Run 1, PDN straps and rails:
Bar = 20 um. Pins as bars on the die edge. Tap cells in gray.
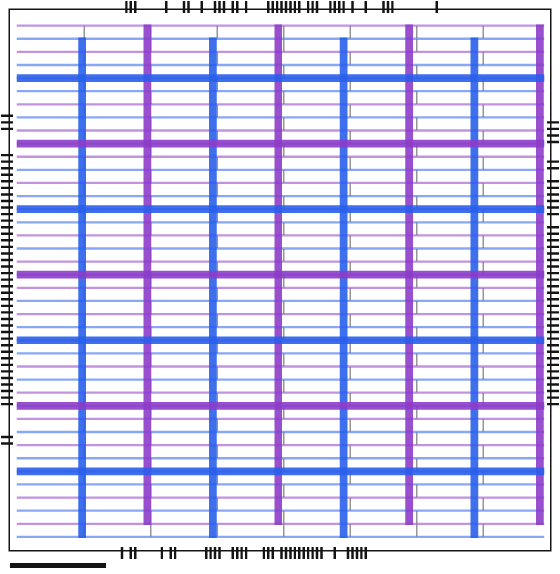
Run 1, placement by cell class:
Bar = 20 um.
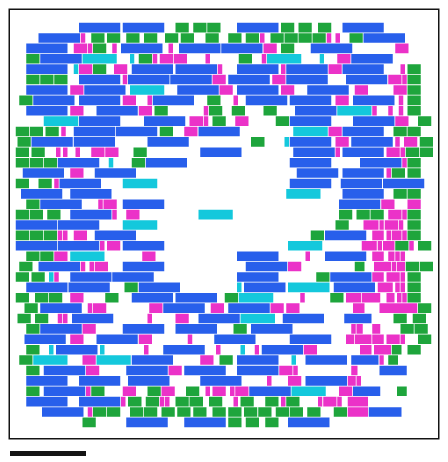
Run 1, clock wires, drivers and flops:
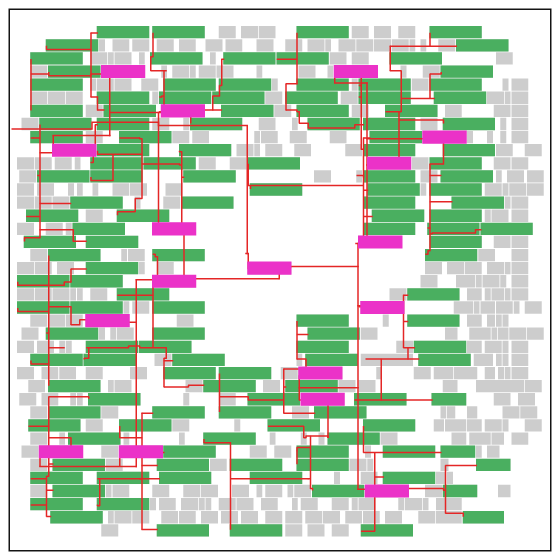
==> config.mk <==
export PLATFORM = sky130hd
export DESIGN_NAME = demux64x1_8_buf
export DESIGN_NICKNAME = d
export VERILOG_FILES = /design/src/rtl/demux64x1_8_buf.sv
export SDC_FILE = /design/constraint.sdc
export NUM_CORES = 1
export LEC_CHECK = 0
export CORE_UTILIZATION = 45
export DETAILED_ROUTE_END_ITERATION = 8
export PLACE_DENSITY = 0.86
export SETUP_SLACK_MARGIN = 0.05
export SYNTH_ARGS = -nofsm -noshare
export SYNTH_HDL_FRONTEND = slang
export SYNTH_SLANG_ARGS = --single-unit
==> constraint.sdc <==
create_clock -name clk -period 8.92 [get_ports clk]
set_clock_uncertainty 0.1 [all_clocks]
set_input_delay 0.892 -clock clk [delete_from_list [all_inputs] [get_ports clk]]
set_output_delay 0.892 -clock clk [all_outputs]
set_load 0.03 [all_outputs]
==> results.sh <==
# flow metrics
export IMPL_status="finished, violations left"
export IMPL_violations="design-rule violations"
export IMPL_place_congestion=0.785
export IMPL_warning_count=26
export IMPL_cp_end_kind="primary output"
export IMPL_fp_util_pct=46.9
export IMPL_r2r_slack_ns=5.58
export IMPL_cts_resized=0
export IMPL_via_per_inst=5.10
export IMPL_core_rowCount=39
export IMPL_largest_reg_flops=128
export IMPL_final_net_count=570
export IMPL_cap_violations=0
export IMPL_crit_type="reg2out"
export IMPL_yosys_stat_area_um2=5450
export IMPL_clock_root_buffer="clkbuf_16"
export IMPL_hold_path_class="reg2reg"
export IMPL_syn_inst=333
export IMPL_ios=151
export IMPL_clock_path_buffers=2
export IMPL_lay_top_count="clkdlybuf4s50_1"
export IMPL_hold_path_depth=2
export IMPL_cts_sinks=139
export IMPL_hold_violations=0
export IMPL_slowest_stage="buf_4"
export IMPL_io_buffers=150
export IMPL_wl_mm=10.5
export IMPL_period_minus_slack_ns=3.98
export IMPL_drt_initial_drc_count=227
export IMPL_grt_overflow=0
export IMPL_h_tree_depth=4
export IMPL_area_growth_pct=39.6
export IMPL_cts_inserted_buffers=17
export IMPL_postCtsSetupBuffers=0
export IMPL_ff2ff_path_depth=8
export IMPL_crit_chain="buf_4, mux2i_2, or2_1, nor2_1, clkdlybuf4s50_1"
export IMPL_max_stage_delay_ns=0.90
export IMPL_antenna_found_initial=0
export IMPL_ys_top_cells_by_area="edfxtp_1 (74%), mux2i_1 (12%), nor2_1 (5.5%)"
export IMPL_drt_pass1_iterations=7
export IMPL_grt_pass1_vias=3470
export IMPL_power_mw=2.13
export IMPL_drive_gt1_share_pct=6.59
export IMPL_critPathBufInv=2
export IMPL_path_depth=5
export IMPL_setup_viol=0
export IMPL_crit_family="buffers and inverters"
export IMPL_num_antenna_cells=0
export IMPL_maxSlewHeadroom_pct=17.9
export IMPL_synth_distinct_cells=35
export IMPL_ys_seq_share_pct=75.7
export IMPL_power_density_nw_per_um2=279
export IMPL_synth_area_um2=5450
export IMPL_routedWlPerCell_um=16.3
export IMPL_dp_hpwl_mm=6.67
export IMPL_ctsHoldBuffers=0
export IMPL_synth_main_ff_cell="edfxtp_1"
export IMPL_cp_data_arrival_time_ns=2.99
export IMPL_ant_nets=0
export IMPL_mostFrequentLayoutCells="clkdlybuf4s50_1 (150), edfxtp_1 (134), nor2_1 (79), mux2i_1 (66), clkbuf_16 (17)"
export IMPL_track_usage_pct=17.7
export IMPL_worstSetupStartpointType="flip-flop"
export IMPL_maxSlewViolCount=0
export IMPL_chipArea_um2=12600
export IMPL_cts_clk_slew_worst_paths_ns=0.05
export IMPL_synth_edff_count=134
export IMPL_grt_pass1_wl_mm=16.6
export IMPL_max_freq_mhz=251
export IMPL_grt_max_degree=78
export IMPL_synthArstFlopShare_pct=0
export IMPL_crit_required_ns=7.93
export IMPL_worstPathMaxFanout=77
export IMPL_power_leakage_nw=2.52
export IMPL_rsz0062_at_grt="no"
export IMPL_fin_tns_setup_ns=0
export IMPL_ys_flops=139
export IMPL_vias=3286
export IMPL_design_area_um2=7610
export IMPL_syn_area_per_cell_um2=16.4
export IMPL_finalCritPeriodShare_pct=44.6
export IMPL_ys_warn_count=0
export IMPL_syn_nets=412
export IMPL_drc=10
export IMPL_worst_slew_pin_slew_ns=1.23
export IMPL_synth_top_area_share_pct=73.8
export IMPL_cts_tree="done"
export IMPL_top_area_cell="edfxtp_1"
export IMPL_top_cell="edfxtp_1"
export IMPL_ys_cells=333
export IMPL_placed_area_um2=7110
export IMPL_top_cells_by_count="edfxtp_1 (134), nor2_1 (80), mux2i_1 (66)"
Back to the opening pictures, 'PDN straps and rails':
blue -> VSS
purple -> VDD
met5 straps = 7
rows = 39
met1 rails = 40
met4 straps = 8
signal pins = 151
Horiz. Die Dim: 112 um
peak supply drop: 207 uV

Back to the opening pictures, 'placement by cell class':
magenta -> remaining logic cells  # cells 179, share of their area 17%
green -> remaining buffers and delay cells  # cells 154, share of their area 21%
cyan -> clock drivers and dummy loads  # cells 29, share of their area 6.7%
blue -> registers  # cells 139, share of their area 56%
Seq/total area: 54.3%
Finished Core Util: 65.5%
CORE AREA: 11600 um^2

Back to the opening pictures, 'clock wires, drivers and flops':
green -> flip-flops  # count 139
magenta -> clock-net drivers  # count 17
red -> clock wires  # length 1440 um
routed clock nets = 18
clock share of power: 28.1%
Clk Latency, worst-skew pair: 0.41 ns

==> run 1: layout make-up <==
cell class              instances  area (um^2)
well taps                     143          179
flip-flops and latches        139         4130
multi-input cells             177         1260
repair buffers                154         1530
clock buffers                  22          444
inverters                       2         7.51
clock inverters                 7         52.6
fillers                       863         4010
==> run 1: metal layers <==
layer / part of all wire [%] / routed length [um] / track usage (%) / vias up
li1: - / - / - / 1554
met1: 40 / 4160 / 19.7 / 1577
met2: 52 / 5420 / 30.5 / 126
met3: 6.4 / 675 / 5.45 / 29
met4: 2.4 / 257 / 9.60 / 0
met5: 0 / 0 / 0 / -
==> run 1: report_power, final <==
group / leakage [nW] / internal [mW] / switching, mW
logic: 1.01 / 0.290 / 0.425
clock network: 0.239 / 0.371 / 0.225
registers: 1.27 / 0.791 / 0.0219
total: 2.52 / 1.45 / 0.672
==> run 1: stage by stage <==
| stage | utilization, % | cells | setup WS (ns) | hold WS [ns] |
|---|---|---|---|---|
| 2_1_floorplan | - | 333 | 2.30 | 0.392 |
| 3_3_place_gp | 61.2 | 615 | 5.41 | 0.429 |
| 3_5_place_dp | 61.2 | 615 | 5.34 | 0.452 |
| 4_1_cts | 65.5 | 644 | 4.89 | 0.462 |
| 5_1_grt | 65.5 | 644 | 4.75 | 0.510 |
| 6_report | 65.5 | 644 | 4.94 | 0.456 |
==> run 1: kinds of logic after synthesis <==
group | share of synthesized area, %
AOI/OAI and AO/OA | 2.09
xor gates and xnor gates | 0.482
adders and majority gates | 0.230
buffers and inverters | 1.47
DFF | 75.7
muxes | 13.1
and+or+nand+nor | 6.93
==> run 1: tightest hold or removal path: cells and delay by family, from the launching register on <==
family           cells  cell delay [ns]
AND/OR/NAND/NOR      1             0.07
flip-flops           1             0.37
XOR/XNOR             1             0.08
Power and IR drop assume default switching activity.
